[config.mk]
export PLATFORM = sky130hd
export DESIGN_NAME = mem_stage_sram_ctrl
export DESIGN_NICKNAME = d
export VERILOG_FILES = /design/src/rtl/mem_stage_sram_ctrl.sv
export SDC_FILE = /design/constraint.sdc
export NUM_CORES = 1
export LEC_CHECK = 0
export ABC_CLOCK_PERIOD_IN_PS = 2100
export CORE_ASPECT_RATIO = 2
export CORE_UTILIZATION = 28
export DETAILED_ROUTE_END_ITERATION = 6
export MAX_ROUTING_LAYER = met4
export PLACE_DENSITY = 0.78
export SLEW_MARGIN = 30
export SYNTH_ARGS = -nofsm -noshare
export SYNTH_HDL_FRONTEND = slang
export SYNTH_SLANG_ARGS = --single-unit
[constraint.sdc]
create_clock -name clk -period 2.1 [get_ports clk]
set_clock_uncertainty 0.15 [all_clocks]
set_input_delay 0.525 -clock clk [delete_from_list [all_inputs] [get_ports clk]]
set_output_delay 0.525 -clock clk [all_outputs]
set_load 0.02 [all_outputs]
[src/rtl/mem_stage_sram_ctrl.sv]
// -----------------------------------------------------------------------------
// mem_stage_sram_ctrl
//
// Memory stage placed after the EX/MEM register. Each 32-bit load or store is
// split into two 16-bit SRAM half-word accesses: the low half first, then the
// high half. Each access is held on the bus for WAIT_CYCLES cycles. While an
// access is in flight, `ready` is held low so the upstream pipeline freezes.
// The write-back bundle and the assembled load data go forward to MEM/WB.
//
// Ports
//   clk, rst       clock and synchronous active-high reset
//   MEM_R_EN       load request
//   MEM_W_EN       store request (a store wins when both requests are set)
//   WB_EN          write-back enable from EX/MEM
//   ALU_Res        byte address for memory ops, or the plain ALU result
//   Val_Rm         store data
//   Dest           destination register
//   ready          1 = pipeline may advance, 0 = freeze upstream stages
//   WB_EN_out      WB_EN gated by ready
//   MEM_R_EN_out   pass-through of MEM_R_EN
//   ALU_Res_out    pass-through of ALU_Res
//   Dest_out       pass-through of Dest
//   Mem_Data       registered load data
//   sram_addr      SRAM half-word address
//   sram_dq_out    write data driven to the SRAM
//   sram_dq_in     read data returned by the SRAM
//   sram_dq_oe     1 = drive sram_dq_out onto the data bus
//   sram_we_n      active-low write strobe
// -----------------------------------------------------------------------------
module mem_stage_sram_ctrl #(
  parameter int BASE_ADDR   = 1024,
  parameter int WAIT_CYCLES = 2,
  parameter int SRAM_ADDR_W = 18
) (
  input  logic                   clk,
  input  logic                   rst,
  input  logic                   MEM_R_EN,
  input  logic                   MEM_W_EN,
  input  logic                   WB_EN,
  input  logic [31:0]            ALU_Res,
  input  logic [31:0]            Val_Rm,
  input  logic [3:0]             Dest,
  output logic                   ready,
  output logic                   WB_EN_out,
  output logic                   MEM_R_EN_out,
  output logic [31:0]            ALU_Res_out,
  output logic [3:0]             Dest_out,
  output logic [31:0]            Mem_Data,
  output logic [SRAM_ADDR_W-1:0] sram_addr,
  output logic [15:0]            sram_dq_out,
  input  logic [15:0]            sram_dq_in,
  output logic                   sram_dq_oe,
  output logic                   sram_we_n
);

  localparam int CNT_W = $clog2(WAIT_CYCLES + 1);
  localparam logic [CNT_W-1:0] CNT_LAST = CNT_W'(WAIT_CYCLES - 1);

  typedef enum logic [1:0] {
    IDLE = 2'd0,
    LOW  = 2'd1,
    HIGH = 2'd2,
    DONE = 2'd3
  } state_t;

  state_t           state_reg;
  logic [CNT_W-1:0] cnt_reg;
  logic [31:0]      mem_data_reg;

  logic        req;
  logic        is_store;
  logic        in_access;
  logic        last_cycle;
  logic [31:0] word;
  logic [32:0] half_addr;
  logic        unused_addr_bits;

  assign req        = MEM_R_EN | MEM_W_EN;
  // A simultaneous read and write request is treated as a store.
  assign is_store   = MEM_W_EN;
  assign in_access  = (state_reg == LOW) || (state_reg == HIGH);
  assign last_cycle = (cnt_reg == CNT_LAST);

  // Word index relative to the SRAM base; the byte offset bits drop out in
  // the shift. The half-word select bit is appended below it.
  assign word      = (ALU_Res - 32'(BASE_ADDR)) >> 2;
  assign half_addr = {word, (state_reg == HIGH)};

  // Address bits above the SRAM width are discarded; wrap-around is intended.
  assign unused_addr_bits = ^half_addr[32:SRAM_ADDR_W];

  // ---------------------------------------------------------------------------
  // Sequencer: state, wait counter and load-data register.
  // ---------------------------------------------------------------------------
  always_ff @(posedge clk) begin
    if (rst) begin
      state_reg    <= IDLE;
      cnt_reg      <= '0;
      mem_data_reg <= '0;
    end else begin
      case (state_reg)
        IDLE: begin
          cnt_reg <= '0;
          if (req) begin
            state_reg <= LOW;
          end
        end
        LOW: begin
          if (last_cycle) begin
            cnt_reg   <= '0;
            state_reg <= HIGH;
            if (!is_store) begin
              mem_data_reg[15:0] <= sram_dq_in;
            end
          end else begin
            cnt_reg <= cnt_reg + 1'b1;
          end
        end
        HIGH: begin
          if (last_cycle) begin
            cnt_reg   <= '0;
            state_reg <= DONE;
            if (!is_store) begin
              mem_data_reg[31:16] <= sram_dq_in;
            end
          end else begin
            cnt_reg <= cnt_reg + 1'b1;
          end
        end
        DONE: begin
          // Always pass back through IDLE so a following request is seen
          // fresh rather than chained onto this one.
          cnt_reg   <= '0;
          state_reg <= IDLE;
        end
        default: begin
          cnt_reg   <= '0;
          state_reg <= IDLE;
        end
      endcase
    end
  end

  // ---------------------------------------------------------------------------
  // Pipeline handshake and pass-through bundle.
  // ---------------------------------------------------------------------------
  always_comb begin
    ready = 1'b0;
    case (state_reg)
      IDLE:    ready = ~req;
      DONE:    ready = 1'b1;
      default: ready = 1'b0;
    endcase
  end

  assign WB_EN_out    = WB_EN & ready;
  assign MEM_R_EN_out = MEM_R_EN;
  assign ALU_Res_out  = ALU_Res;
  assign Dest_out     = Dest;
  assign Mem_Data     = mem_data_reg;

  // ---------------------------------------------------------------------------
  // SRAM bus. The bus is driven only while in LOW or HIGH; otherwise it idles
  // with the strobe inactive and the data and address at zero.
  // ---------------------------------------------------------------------------
  always_comb begin
    sram_addr   = '0;
    sram_dq_out = 16'h0000;
    sram_dq_oe  = 1'b0;
    sram_we_n   = 1'b1;
    if (in_access) begin
      sram_addr = half_addr[SRAM_ADDR_W-1:0];
      if (is_store) begin
        sram_dq_out = (state_reg == HIGH) ? Val_Rm[31:16] : Val_Rm[15:0];
        sram_dq_oe  = 1'b1;
        sram_we_n   = 1'b0;
      end
    end
  end

endmodule

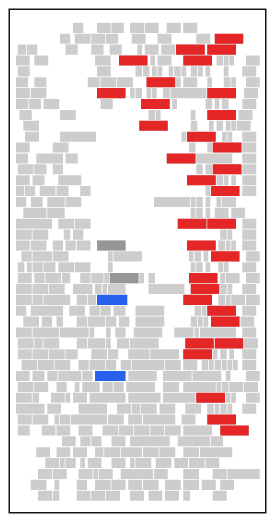
(run_1/flops_by_reg.png)
(4 px per µm) Other sequential cells in the stronger grey, the rest of the logic in the fainter grey.
[blue] state_reg | sequential cells: 2
[red] Mem_Data | sequential cells: 32

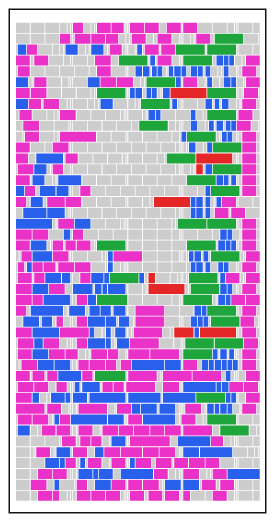
(run_1/placement_by_type.png)
(4 px per µm) Fill, decap, tap and diode cells in grey.
[blue] combinational and other logic | cells: 194 | share of their area: 32%
[green] sequential cells | cells: 36 | share of their area: 16%
[magenta] remaining buffers and delay cells | cells: 210 | share of their area: 49%
[red] clock drivers and dummy loads | cells: 8 | share of their area: 3.3%

==> impl_metrics.yaml, run 1 <==
# implementation run metrics
status:
  run_status: "finished, violations left"
  violations: "negative setup slack"
routing:
  wl_met3_um: 380
layout:
  stdcell_area_mm2: 0.00467
  final_util_pct: 63.8
worst_setup_path:
  r2r_end: "state_reg[0]"
  rrSetupSlack_ns: 0.38
  crit_fanout: 2
  critPathLaunchType: "input port"
  worstPathCellList: "buf_6 > or4_4 > or4_4 > a21boi_4 > buf_6"
global_route:
  grt_use_met3_pct: 2.28
  top_usage_layer: "met2"
  gr-usage-all-layers_pct: 18.7
power_and_ir_drop:
  cellPowerDensity_mw_per_mm2: 1010
min_path:
  min_path_type: "register to register"
final_timing:
  holdWs_ns: 0.276
  fin_ws_ns: -0.473
  finalSetupViolCount: 33
die:
  rows: 44
synth:
  synth-seq-area-share_pct: 33.7
  topCombFamilyByArea: "simple AND/OR/NAND/NOR gates"
run:
  drv_cap: 0
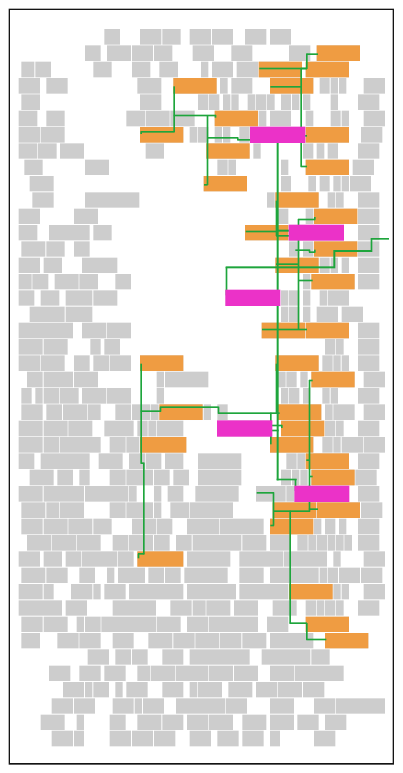
(run_1/clk_routes.png)
(6 px per µm)
[magenta] clock drivers | count: 5
[green] clock wires | length: 403 µm
[orange] flip-flops | count: 36
routed clock nets: 6
clk latency late pin: 0.27 ns
Clock net power: 0.000727 W

==> run 1: worst max-delay path by stage <==
| stage | slack (ns) | to | from |
|---|---|---|---|
| 6_report | -0.47 | sram_addr[17] | ALU_Res[13] |
| 5_1_grt | -0.50 | sram_addr[16] | ALU_Res[13] |
| 4_1_cts | -0.56 | sram_addr[17] | ALU_Res[13] |
| 3_5_place_dp | -1.37 | sram_addr[17] | ALU_Res[16] |
| 3_3_place_gp | -1.34 | sram_addr[17] | ALU_Res[16] |
| 2_1_floorplan | -0.34 | sram_addr[17] | ALU_Res[15] |
==> run 1: final cells by class <==
cell class | count | area [µm²] | area share, %
Sequential cell | 36 | 723 | 15.5
Clock inverter | 2 | 10.0 | 0.214
Multi-Input combinational cell | 187 | 1420 | 30.3
Timing Repair Buffer | 210 | 2220 | 47.6
Inverter | 7 | 43.8 | 0.938
Clock buffer | 6 | 139 | 2.97
Tap cell | 92 | 115 | 2.47
==> run 1: power by group <==
part | switching (W) | leakage (nW) | internal [W]
clock network | 0.000261 | 0.0766 | 0.000467
registers | 0.0000295 | 0.291 | 0.000738
logic | 0.00139 | 1.46 | 0.00183
total | 0.00168 | 1.83 | 0.00304
==> run 1: Yosys cell counts, drive strengths merged <==
library cell  instances  area, µm²
a211oi                1       7.51
a21boi                5       37.5
a21oi                34        170
and2                 11       68.8
and3b                 2       17.5
buf                  39        288
clkbuf               13       48.8
dfxtp                36        721
ha                    7       87.6
inv                   7       26.3
mux2i                17        170
nand2                67        251
nand2b                3       18.8
nand3b                2       15.0
nand4b                1       8.76
nor2                 21       78.8
nor2b                 2       12.5
o21ai                 2       10.0
o21bai                1       7.51
o31ai                 3       22.5
or3                   2       13.8
or3b                  1       8.76
or4                   3       26.3
or4b                  1       10.0
xnor2                 1       8.76
==> run 2: changes to the inputs <==
- CAP_MARGIN: unset -> 40
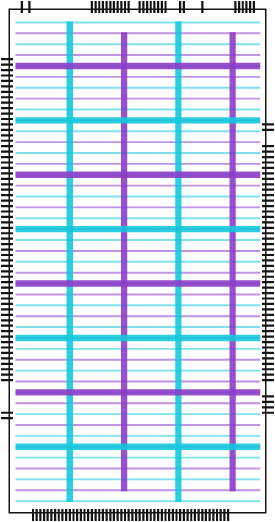
(run_2/power_grid.png)
(4 px per µm) Pins as bars on the die edge.
[cyan] VSS
[purple] VDD
met4 straps: 4
met5 straps: 8
signal pins: 196
Die X: 63.8 µm
Die Y: 126 µm
core area: 0.00732 mm²

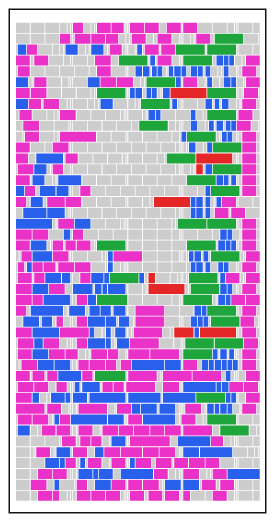
(run_2/placement_by_type.png)
(4 px per µm) Fill, decap, tap and diode cells in grey.
# rows: 44
Seq area share: 15.5%
Core Util, Final: 63.8%

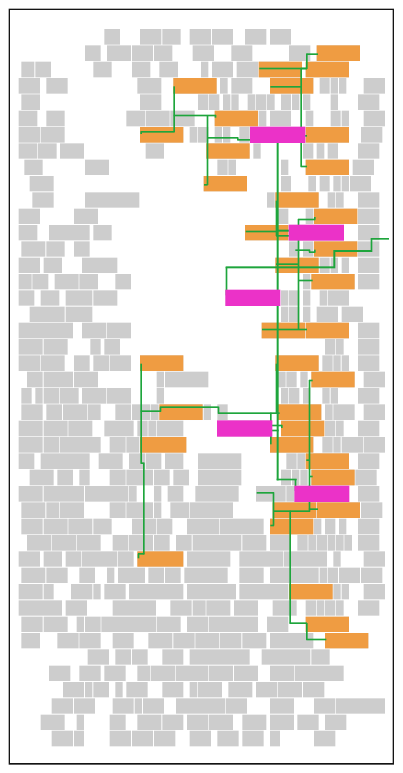
(run_2/clk_routes.png)
(6 px per µm)
[orange] flip-flops | count: 36
[magenta] clock drivers | count: 5
[green] clock wires | length: 403 µm
routed clock nets: 6

==> impl_metrics.yaml, run 2 <==
# implementation run metrics
die:
  io_pins: 196
power_and_ir_drop:
  p_switching_w: 0.00168
  switching_share_pct: 35.7
  p_int_w: 0.00304
  share_comb_of_total_power_pct: 68.3
  cellPowerDensity_mw_per_mm2: 1010
  p_seq_share_pct: 16.2
  clkPwrFrac_pct: 15.4
worst_setup_path:
  critPathLaunchType: "input port"
  cp-endpoint: "sram_addr[17]"
  cp-startpoint: "ALU_Res[13]"
  r2r_end: "state_reg[0]"
  crit_fanout: 2
  worstPathCellList: "buf_6 > or4_4 > or4_4 > a21boi_4 > buf_6"
synth:
  top_area_cell: "dfxtp_1"
  simple_gate_area_share_pct: 24.8
  yosysMostFrequentCell: "nand2_1"
  synthArstFlopShare_pct: 0
  topCombFamilyByArea: "simple AND/OR/NAND/NOR gates"
  synth-seq-area-share_pct: 33.7
  yosys.area.top_type_share_pct: 33.7
  synth-edff-count: 0
  synth-main-ff-cell: "dfxtp_1"
clock_network:
  clk_latency_ns: 0.27
final_timing:
  fin_ws_ns: -0.473
  finalSetupViolCount: 33
  holdWs_ns: 0.276
status:
  violations: "negative setup slack"
  run_status: "finished, violations left"
layout:
  comb_area_mm2: 0.00142
  regArea_um2: 723
run:
  drv_cap: 0
global_route:
  grt_use_met3_pct: 2.28
  top_usage_layer: "met2"
routing:
  drt-initial-drc-count: 114
run 2: cell counts after synthesis:
Identical to the previous run, type by type.
run 2: power groups by stage:
stage	registers [W]	logic (W)	clock network [W]
after floorplan	0.000799	0.00130	0
after global placement	0.000770	0.00234	0
after detailed placement	0.000772	0.00237	0
after CTS	0.000764	0.00270	0.000743
after global routing	0.000773	0.00340	0.000775
final	0.000767	0.00323	0.000727
run 2: final cells by class:
class	instances	area share, %
Sequential cell	36	15.5
Inverter	7	0.938
Multi-Input combinational cell	187	30.3
Tap cell	92	2.47
Clock buffer	6	2.97
Timing Repair Buffer	210	47.6
Clock inverter	2	0.214
run 2: through the flow:
| stage | instance area [µm²] | TNS, ns | utilization (%) | total power [W] |
|---|---|---|---|---|
| floorplan | 2350 | -0.951 | - | 0.00210 |
| global placement | 4010 | -30.64 | 54.8 | 0.00311 |
| detailed placement | 4010 | -31.32 | 54.8 | 0.00314 |
| CTS | 4400 | -5.48 | 60.2 | 0.00421 |
| global route | 4670 | -7.04 | 63.8 | 0.00495 |
| finish | 4670 | -5.32 | 63.8 | 0.00472 |
run 2: worst min-delay path by stage:
stage	startpoint	to	slack, ns	cells after the start
5_1_grt	cnt_reg[0]	cnt_reg[0]	0.30	1
2_1_floorplan	cnt_reg[0]	cnt_reg[0]	0.25	1
4_1_cts	cnt_reg[0]	cnt_reg[0]	0.28	1
3_3_place_gp	cnt_reg[0]	cnt_reg[0]	0.26	1
6_report	cnt_reg[0]	cnt_reg[0]	0.28	1
3_5_place_dp	cnt_reg[0]	cnt_reg[0]	0.27	1
run 2: what timing repair did:
action	in CTS	in global routing
endpoints found under the setup margin	56	36
gates resized	272	58
pin swaps	17	17
cloned	2	2
setup buffers	11	11
Power figures rest on the tool's default switching activity, not on a simulated workload.
